Wire density map:
Scale bar: 20 um. 11 x 11 tiles, from white (low) to dark blue (high), scaled to the fullest tile. Values are wire area over tile area, all layers added.
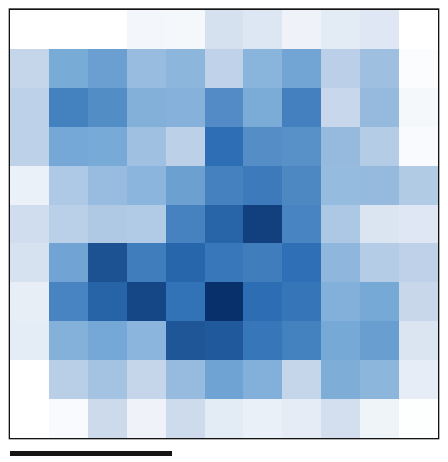
Clock wires, drivers and flops:
Scale bar: 20 um.
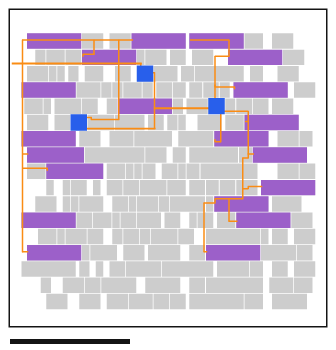
Signal wires by layer:
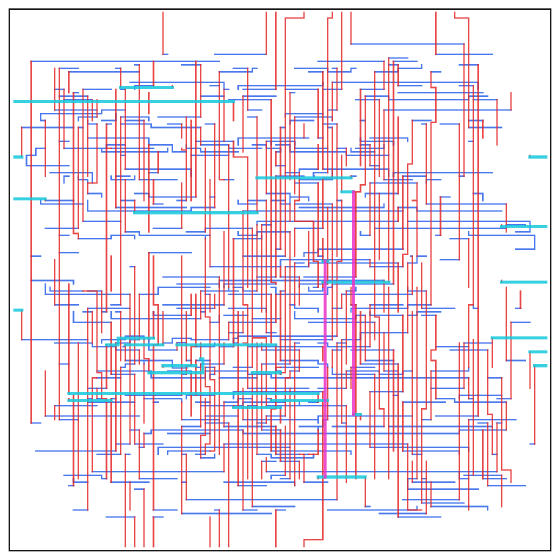
Met3 routing:
Cells faint in the background.
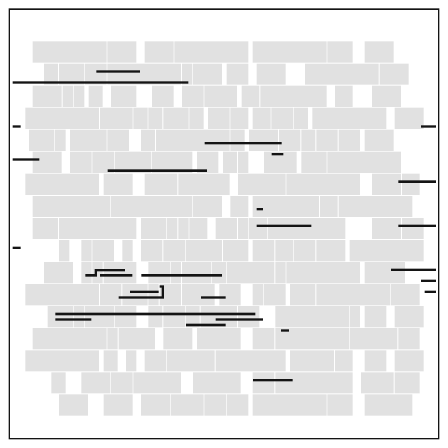
File: config.mk
export PLATFORM = sky130hd
export DESIGN_NAME = uart_rx_fsm_flat
export DESIGN_NICKNAME = d
export VERILOG_FILES = /design/src/rtl/uart_rx_fsm_if.sv /design/src/rtl/uart_rx_fsm.sv /design/src/flat_wrapper.sv
export SDC_FILE = /design/constraint.sdc
export NUM_CORES = 1
export LEC_CHECK = 0
export ABC_CLOCK_PERIOD_IN_PS = 2200
export CAP_MARGIN = 20
export CORE_MARGIN = 1.5
export CORE_UTILIZATION = 49
export DETAILED_ROUTE_END_ITERATION = 8
export PLACE_DENSITY_LB_ADDON = 0.15
export SETUP_SLACK_MARGIN = 0.15
export SLEW_MARGIN = 20
export SYNTH_ARGS = -nofsm -noshare
export SYNTH_HDL_FRONTEND = slang
export SYNTH_SLANG_ARGS = --single-unit
export TNS_END_PERCENT = 30
File: constraint.sdc
create_clock -name CLK -period 2.2 [get_ports CLK]
set_clock_uncertainty 0.2 [all_clocks]
set_input_delay 0.44 -clock CLK [delete_from_list [all_inputs] [get_ports CLK]]
set_output_delay 0.44 -clock CLK [all_outputs]
set_load 0.01 [all_outputs]
File: src/rtl/uart_rx_fsm_if.sv
// Bundle between the UART Rx frame controller and its datapath: serial line,
// frame configuration, checker results in; counters, enables and frame result out.
interface uart_rx_fsm_if #(
    parameter int PRESCALE_WIDTH = 5
);
    logic                      RX_IN;
    logic                      PAR_EN;
    logic [PRESCALE_WIDTH-1:0] Prescale;
    logic                      Strt_Glitch;
    logic                      Par_Err;
    logic                      Stp_Err;

    logic [PRESCALE_WIDTH-1:0] Edge_Cnt;
    logic [3:0]                Bit_Cnt;
    logic                      Dat_Samp_En;
    logic                      Strt_Chk_En;
    logic                      Par_Chk_En;
    logic                      Stp_Chk_En;
    logic                      Deser_En;
    logic                      Data_Valid;
    logic                      Rx_Err;

    // Frame controller side
    modport master (
        input  RX_IN, PAR_EN, Prescale, Strt_Glitch, Par_Err, Stp_Err,
        output Edge_Cnt, Bit_Cnt, Dat_Samp_En, Strt_Chk_En, Par_Chk_En,
               Stp_Chk_En, Deser_En, Data_Valid, Rx_Err
    );

    // Datapath / environment side
    modport slave (
        output RX_IN, PAR_EN, Prescale, Strt_Glitch, Par_Err, Stp_Err,
        input  Edge_Cnt, Bit_Cnt, Dat_Samp_En, Strt_Chk_En, Par_Chk_En,
               Stp_Chk_En, Deser_En, Data_Valid, Rx_Err
    );
endinterface

File: src/rtl/uart_rx_fsm.sv
// UART Rx frame controller: walks START/DATA/PARITY/STOP, owns the edge and bit
// counters, drives checker/deserializer enables and reports the frame result.
module uart_rx_fsm #(
    parameter int WIDTH          = 8,
    parameter int PRESCALE_WIDTH = 5
) (
    input  logic          CLK,
    input  logic          RST,
    uart_rx_fsm_if.master bus
);

    typedef enum logic [2:0] {
        IDLE   = 3'd0,
        START  = 3'd1,
        DATA   = 3'd2,
        PARITY = 3'd3,
        STOP   = 3'd4
    } state_t;

    localparam logic [3:0]                LAST_BIT = 4'(WIDTH - 1);
    localparam logic [3:0]                BIT_ZERO = 4'b0000;
    localparam logic [3:0]                BIT_ONE  = 4'b0001;
    localparam logic [PRESCALE_WIDTH-1:0] PS_ZERO  = {PRESCALE_WIDTH{1'b0}};
    localparam logic [PRESCALE_WIDTH-1:0] PS_ONE   = {{(PRESCALE_WIDTH-1){1'b0}}, 1'b1};
    localparam logic [PRESCALE_WIDTH:0]   CHK_OFS  = {{(PRESCALE_WIDTH-1){1'b0}}, 2'b10};

    // A frame is good when the stop bit is clean and parity, if carried, is clean.
    function automatic logic frame_ok(input logic stp_err, input logic par_err,
                                      input logic par_used);
        return !stp_err && (!par_used || !par_err);
    endfunction

    state_t                    r_state;
    logic [PRESCALE_WIDTH-1:0] r_edge_cnt;
    logic [3:0]                r_bit_cnt;
    logic                      r_par_en_q;
    logic                      r_dat_samp_en;
    logic                      r_strt_chk_en;
    logic                      r_par_chk_en;
    logic                      r_stp_chk_en;
    logic                      r_deser_en;
    logic                      r_data_valid;
    logic                      r_rx_err;

    state_t                    w_next_state;
    logic [PRESCALE_WIDTH-1:0] w_next_edge;
    logic [3:0]                w_next_bit;
    logic                      w_next_par_en;
    logic                      w_frame_end;
    logic                      w_frame_ok;
    logic [PRESCALE_WIDTH-1:0] w_end;
    logic [PRESCALE_WIDTH:0]   w_chk;
    logic                      w_at_end;

    // CHK is one bit wider so (Prescale>>1)+2 never wraps for the largest Prescale.
    assign w_end      = bus.Prescale - PS_ONE;
    assign w_chk      = {1'b0, 1'b0, bus.Prescale[PRESCALE_WIDTH-1:1]} + CHK_OFS;
    assign w_at_end   = (r_edge_cnt == w_end);
    assign w_frame_ok = frame_ok(bus.Stp_Err, bus.Par_Err, r_par_en_q);

    // Next-state, next-counter and end-of-frame decode from the registered state.
    always_comb begin
        w_next_state  = r_state;
        w_next_edge   = PS_ZERO;
        w_next_bit    = r_bit_cnt;
        w_next_par_en = r_par_en_q;
        w_frame_end   = 1'b0;

        if ((r_state == IDLE) || w_at_end) begin
            w_next_edge = PS_ZERO;
        end else begin
            w_next_edge = r_edge_cnt + PS_ONE;
        end

        case (r_state)
            IDLE: begin
                if (!bus.RX_IN) begin
                    w_next_state  = START;
                    w_next_par_en = bus.PAR_EN;
                end else begin
                    w_next_state  = IDLE;
                end
            end
            START: begin
                if (w_at_end) begin
                    if (bus.Strt_Glitch) begin
                        w_next_state = IDLE;
                    end else begin
                        w_next_state = DATA;
                        w_next_bit   = BIT_ZERO;
                    end
                end else begin
                    w_next_state = START;
                end
            end
            DATA: begin
                if (w_at_end) begin
                    if (r_bit_cnt == LAST_BIT) begin
                        w_next_state = r_par_en_q ? PARITY : STOP;
                    end else begin
                        w_next_bit   = r_bit_cnt + BIT_ONE;
                    end
                end else begin
                    w_next_state = DATA;
                end
            end
            PARITY: begin
                if (w_at_end) begin
                    w_next_state = STOP;
                end else begin
                    w_next_state = PARITY;
                end
            end
            STOP: begin
                if (w_at_end) begin
                    w_next_state = IDLE;
                    w_frame_end  = 1'b1;
                end else begin
                    w_next_state = STOP;
                end
            end
            default: begin
                w_next_state = IDLE;
                w_next_edge  = PS_ZERO;
            end
        endcase
    end

    // State, counters and all outputs registered together; enables follow the next state
    // so they line up with the state they belong to.
    always_ff @(posedge CLK or negedge RST) begin
        if (!RST) begin
            r_state       <= IDLE;
            r_edge_cnt    <= PS_ZERO;
            r_bit_cnt     <= BIT_ZERO;
            r_par_en_q    <= 1'b0;
            r_dat_samp_en <= 1'b0;
            r_strt_chk_en <= 1'b0;
            r_par_chk_en  <= 1'b0;
            r_stp_chk_en  <= 1'b0;
            r_deser_en    <= 1'b0;
            r_data_valid  <= 1'b0;
            r_rx_err      <= 1'b0;
        end else begin
            r_state       <= w_next_state;
            r_edge_cnt    <= w_next_edge;
            r_bit_cnt     <= w_next_bit;
            r_par_en_q    <= w_next_par_en;
            r_dat_samp_en <= (w_next_state != IDLE);
            r_strt_chk_en <= (w_next_state == START);
            r_par_chk_en  <= (w_next_state == PARITY);
            r_stp_chk_en  <= (w_next_state == STOP);
            r_deser_en    <= (w_next_state == DATA) && ({1'b0, w_next_edge} == w_chk);
            r_data_valid  <= w_frame_end && w_frame_ok;
            r_rx_err      <= w_frame_end && !w_frame_ok;
        end
    end

    assign bus.Edge_Cnt    = r_edge_cnt;
    assign bus.Bit_Cnt     = r_bit_cnt;
    assign bus.Dat_Samp_En = r_dat_samp_en;
    assign bus.Strt_Chk_En = r_strt_chk_en;
    assign bus.Par_Chk_En  = r_par_chk_en;
    assign bus.Stp_Chk_En  = r_stp_chk_en;
    assign bus.Deser_En    = r_deser_en;
    assign bus.Data_Valid  = r_data_valid;
    assign bus.Rx_Err      = r_rx_err;

endmodule

File: src/flat_wrapper.sv
// flat-port wrapper written by rule: the top's interface ports become plain ports
module uart_rx_fsm_flat 
#(
    parameter int WIDTH          = 8,
    parameter int PRESCALE_WIDTH = 5
)
  (CLK, RST, bus_RX_IN, bus_PAR_EN, bus_Prescale, bus_Strt_Glitch, bus_Par_Err, bus_Stp_Err, bus_Edge_Cnt, bus_Bit_Cnt, bus_Dat_Samp_En, bus_Strt_Chk_En, bus_Par_Chk_En, bus_Stp_Chk_En, bus_Deser_En, bus_Data_Valid, bus_Rx_Err);
  uart_rx_fsm_if #(.PRESCALE_WIDTH(PRESCALE_WIDTH)) bus_i ();
  input  logic CLK;
  input  logic RST;
  input wire logic [$bits(bus_i.RX_IN)-1:0] bus_RX_IN;
  input wire logic [$bits(bus_i.PAR_EN)-1:0] bus_PAR_EN;
  input wire logic [$bits(bus_i.Prescale)-1:0] bus_Prescale;
  input wire logic [$bits(bus_i.Strt_Glitch)-1:0] bus_Strt_Glitch;
  input wire logic [$bits(bus_i.Par_Err)-1:0] bus_Par_Err;
  input wire logic [$bits(bus_i.Stp_Err)-1:0] bus_Stp_Err;
  output wire logic [$bits(bus_i.Edge_Cnt)-1:0] bus_Edge_Cnt;
  output wire logic [$bits(bus_i.Bit_Cnt)-1:0] bus_Bit_Cnt;
  output wire logic [$bits(bus_i.Dat_Samp_En)-1:0] bus_Dat_Samp_En;
  output wire logic [$bits(bus_i.Strt_Chk_En)-1:0] bus_Strt_Chk_En;
  output wire logic [$bits(bus_i.Par_Chk_En)-1:0] bus_Par_Chk_En;
  output wire logic [$bits(bus_i.Stp_Chk_En)-1:0] bus_Stp_Chk_En;
  output wire logic [$bits(bus_i.Deser_En)-1:0] bus_Deser_En;
  output wire logic [$bits(bus_i.Data_Valid)-1:0] bus_Data_Valid;
  output wire logic [$bits(bus_i.Rx_Err)-1:0] bus_Rx_Err;
  assign bus_i.RX_IN = bus_RX_IN;
  assign bus_i.PAR_EN = bus_PAR_EN;
  assign bus_i.Prescale = bus_Prescale;
  assign bus_i.Strt_Glitch = bus_Strt_Glitch;
  assign bus_i.Par_Err = bus_Par_Err;
  assign bus_i.Stp_Err = bus_Stp_Err;
  assign bus_Edge_Cnt = bus_i.Edge_Cnt;
  assign bus_Bit_Cnt = bus_i.Bit_Cnt;
  assign bus_Dat_Samp_En = bus_i.Dat_Samp_En;
  assign bus_Strt_Chk_En = bus_i.Strt_Chk_En;
  assign bus_Par_Chk_En = bus_i.Par_Chk_En;
  assign bus_Stp_Chk_En = bus_i.Stp_Chk_En;
  assign bus_Deser_En = bus_i.Deser_En;
  assign bus_Data_Valid = bus_i.Data_Valid;
  assign bus_Rx_Err = bus_i.Rx_Err;
  uart_rx_fsm #(.WIDTH(WIDTH), .PRESCALE_WIDTH(PRESCALE_WIDTH)) u_core (.CLK(CLK), .RST(RST), .bus(bus_i));
endmodule
==> results.txt <==
Figures from the flow reports.

Outcome:
- The flow ran to the end, and the final reports show no timing, DRC or antenna violations.

CTS:
- The run puts the count of clock tree sinks at 20.
- The run gives the maximum clock insertion buffer count as 2.
- Looking at the clock tree report, the H-tree level count equals 1.
- The run gives the number of hold buffers added after cts as 0.
- For reference, the clock transition at the flip-flops on the worst setup and hold paths is 0.10 ns.

Power:
- For the clock group, total power comes out at 0.167 mW.
- Summed over all nets, the switching power comes to 0.741 mW.
- The run gives the part of the power in registers as 30.0%.
- The run gives the power in combinational cells as 1.10 mW.
- The run puts the clock network fraction of design power at 9.2%.
- The run puts the design internal power at 1.07 mW.
- The run puts the sequential logic power at 0.544 mW.
- The run gives the fraction of power spent switching nets as 40.9%.
- The run gives the top power consumer group as combinational logic.

Global routing:
- The number of global-route vias before repair is 1115.
- The global routing report lists met3 layer usage as 5.71%.
- The run gives the pin count of the biggest net entering global routing as 21.

Layout:
- The run gives the number of flip-flops in the largest register as 5.
- The run gives the final cell count without fillers as 208.
- The run puts the post-route core utilization at 88.2%.
- For this run, the script counts the antenna cells in the layout as 0.
- The run puts the count of nets after finishing at 200.
- In the layout the commonest cells are sky130_fd_sc_hd__buf_4 (27), sky130_fd_sc_hd__clkdlybuf4s50_1 (22), sky130_fd_sc_hd__dfrtp_1 (18).
- Compared with the post-synthesis result, the final layout area differs by 65.2%.
- Leaving out fill and tap cells, the most frequent cell in the layout is sky130_fd_sc_hd__buf_4.
- The run puts the share of layout cells above drive strength 1 at 43.3%.

Placement:
- The run gives the number of buffers added on ports as 27.
- The run gives the total half-perimeter wirelength after legalization and detailed placement as 2100 um.
- The run puts the pre-CTS setup slack at -0.695 ns.
- The final weighted congestion recorded by global placement is 0.851.
- The run puts the number of instances in the placed design at 194.

Flow run:
- The number of maximum-capacitance violations recorded for the run is 0.

Timing:
- For this run, the final setup violation count is recorded as 0.
- The run gives the tightest slew margin relative to the limit as 54.0%.
- Setup repair after global routing could not meet its margin everywhere.
- Timing would allow up to 465 MHz.
- Once routing completed, OpenROAD measured the worst setup slack at 0.0491 ns.

Synth:
- In this run the biggest area consumer among cell types represents 41.2% of the synthesized area.
- sky130_fd_sc_hd__dfrtp_1 is the most common cell in the netlist.
- The run puts the fraction of registers with async set/reset at 100%.
- The commonest register cell is sky130_fd_sc_hd__dfrtp_1.
- The run puts the share of the yosys chip area belonging to registers at 41.2%.
- The run gives the number of instances in the synthesized netlist as 121.
- In the synthesized netlist, the cells that appear most often are sky130_fd_sc_hd__dfrtp_1 (20), sky130_fd_sc_hd__nor2_1 (12), sky130_fd_sc_hd__nand2_1 (9), sky130_fd_sc_hd__xnor2_1 (9).
- In the Yosys report the total cell count is 121.
- The run puts the number of nets at floorplan at 139.
- The run gives the chip area from the yosys synthesis statistics as 0.00121 mm2.
- The run gives the synthesized area per cell as 10.0 um2.

Critical path:
- Walking the worst path, the cells encountered are buf_6 -> xnor2_1 -> nor2_2 -> o2111ai_4 -> o21ai_0 -> buf_4 -> nand2b_4 -> and4_1.
- In this run the register-to-register setup slack is 0.05 ns.
- The run gives the startpoint-to-endpoint class of the critical path as reg -> reg.
- The worst setup path is launched from a flip-flop.
- Per STA, the worst path accumulates the most delay in the family simple AND/OR/NAND/NOR gates.
- The run gives the highest cell delay on the worst timing path as 0.45 ns.
- OpenSTA lists the critical path endpoint as u_core.bus.Deser_En.
- STA lists the endpoint of the worst register-to-register path as u_core.bus.Deser_En.

Routing:
- The run gives the average wire length per cell after detail routing as 18.5 um.
- The routed layout has 1194 vias.
- The run gives the uppermost layer routed as met4.
- The run puts the number of routed nets with antenna violations at 0.
- The run gives the length of the first detailed-routing pass in iterations as 4.
- The run puts the total met2 wirelength after detailed routing at 2060 um.
- Per the log, the first TritonRoute iteration ended with a DRC count of 30.
- After detailed routing, the met3 layer carries 153 um of wire.

Floorplan:
- Row generation in the floorplan step produced 17 rows.
- The run gives the die height as 52.8 um.
Notes on 'wire density map' above:
The mean over all tiles is 0.21. 34% of the tiles are over half the peak. The densest ninth of the die: middle. The emptiest ninth of the die: top right.

Notes on 'clock wires, drivers and flops' above:
Purple stands for flip-flops, count 20. Blue stands for clock-net drivers, count 3. Orange stands for clock wires, length 217 um.
There are 4 routed clock nets.

Notes on 'signal wires by layer' above:
Blue stands for M1, wire length 1590 um. Red stands for M2, wire length 2060 um. Magenta stands for M4, wire length 42.8 um. Cyan stands for M3, wire length 153 um.

Notes on 'met3 routing' above:
The layer carries 153 um of wire. The longest straight run is 24.4 um. The layer holds 4.0% of the routed length. The wires run mostly horizontal. 25 nets have wire on it.

==> cell families (layout without fill, tap and decap cells) <==
logic type	Yosys count	count (layout)	synth area share (%)
AND-OR/OR-AND	16	17	10.4
XOR/XNOR	15	15	10.8
adder cells (fa/ha/maj)	6	6	6.18
buffers and inverters	7	65	2.88
flip-flops	20	20	41.2
multiplexers	4	4	3.40
AND/OR/NAND/NOR	53	53	25.1
==> layout make-up <==
cell class	instances	area [um2]
clock buffers	3	22.5
inverters	5	33.8
well taps	28	35.0
repair buffers	57	499
multi-input cells	95	913
flip-flops and latches	20	503
fillers	103	269
==> timing repair <==
item                                    4_1_cts  5_1_grt
resized                                      35       21
gates cloned                                  1        0
setup buffers                                 8        2
pin swaps                                     8        9
endpoints found under the setup margin       20       11
Power figures rest on the tool's default switching activity, not on a simulated workload.
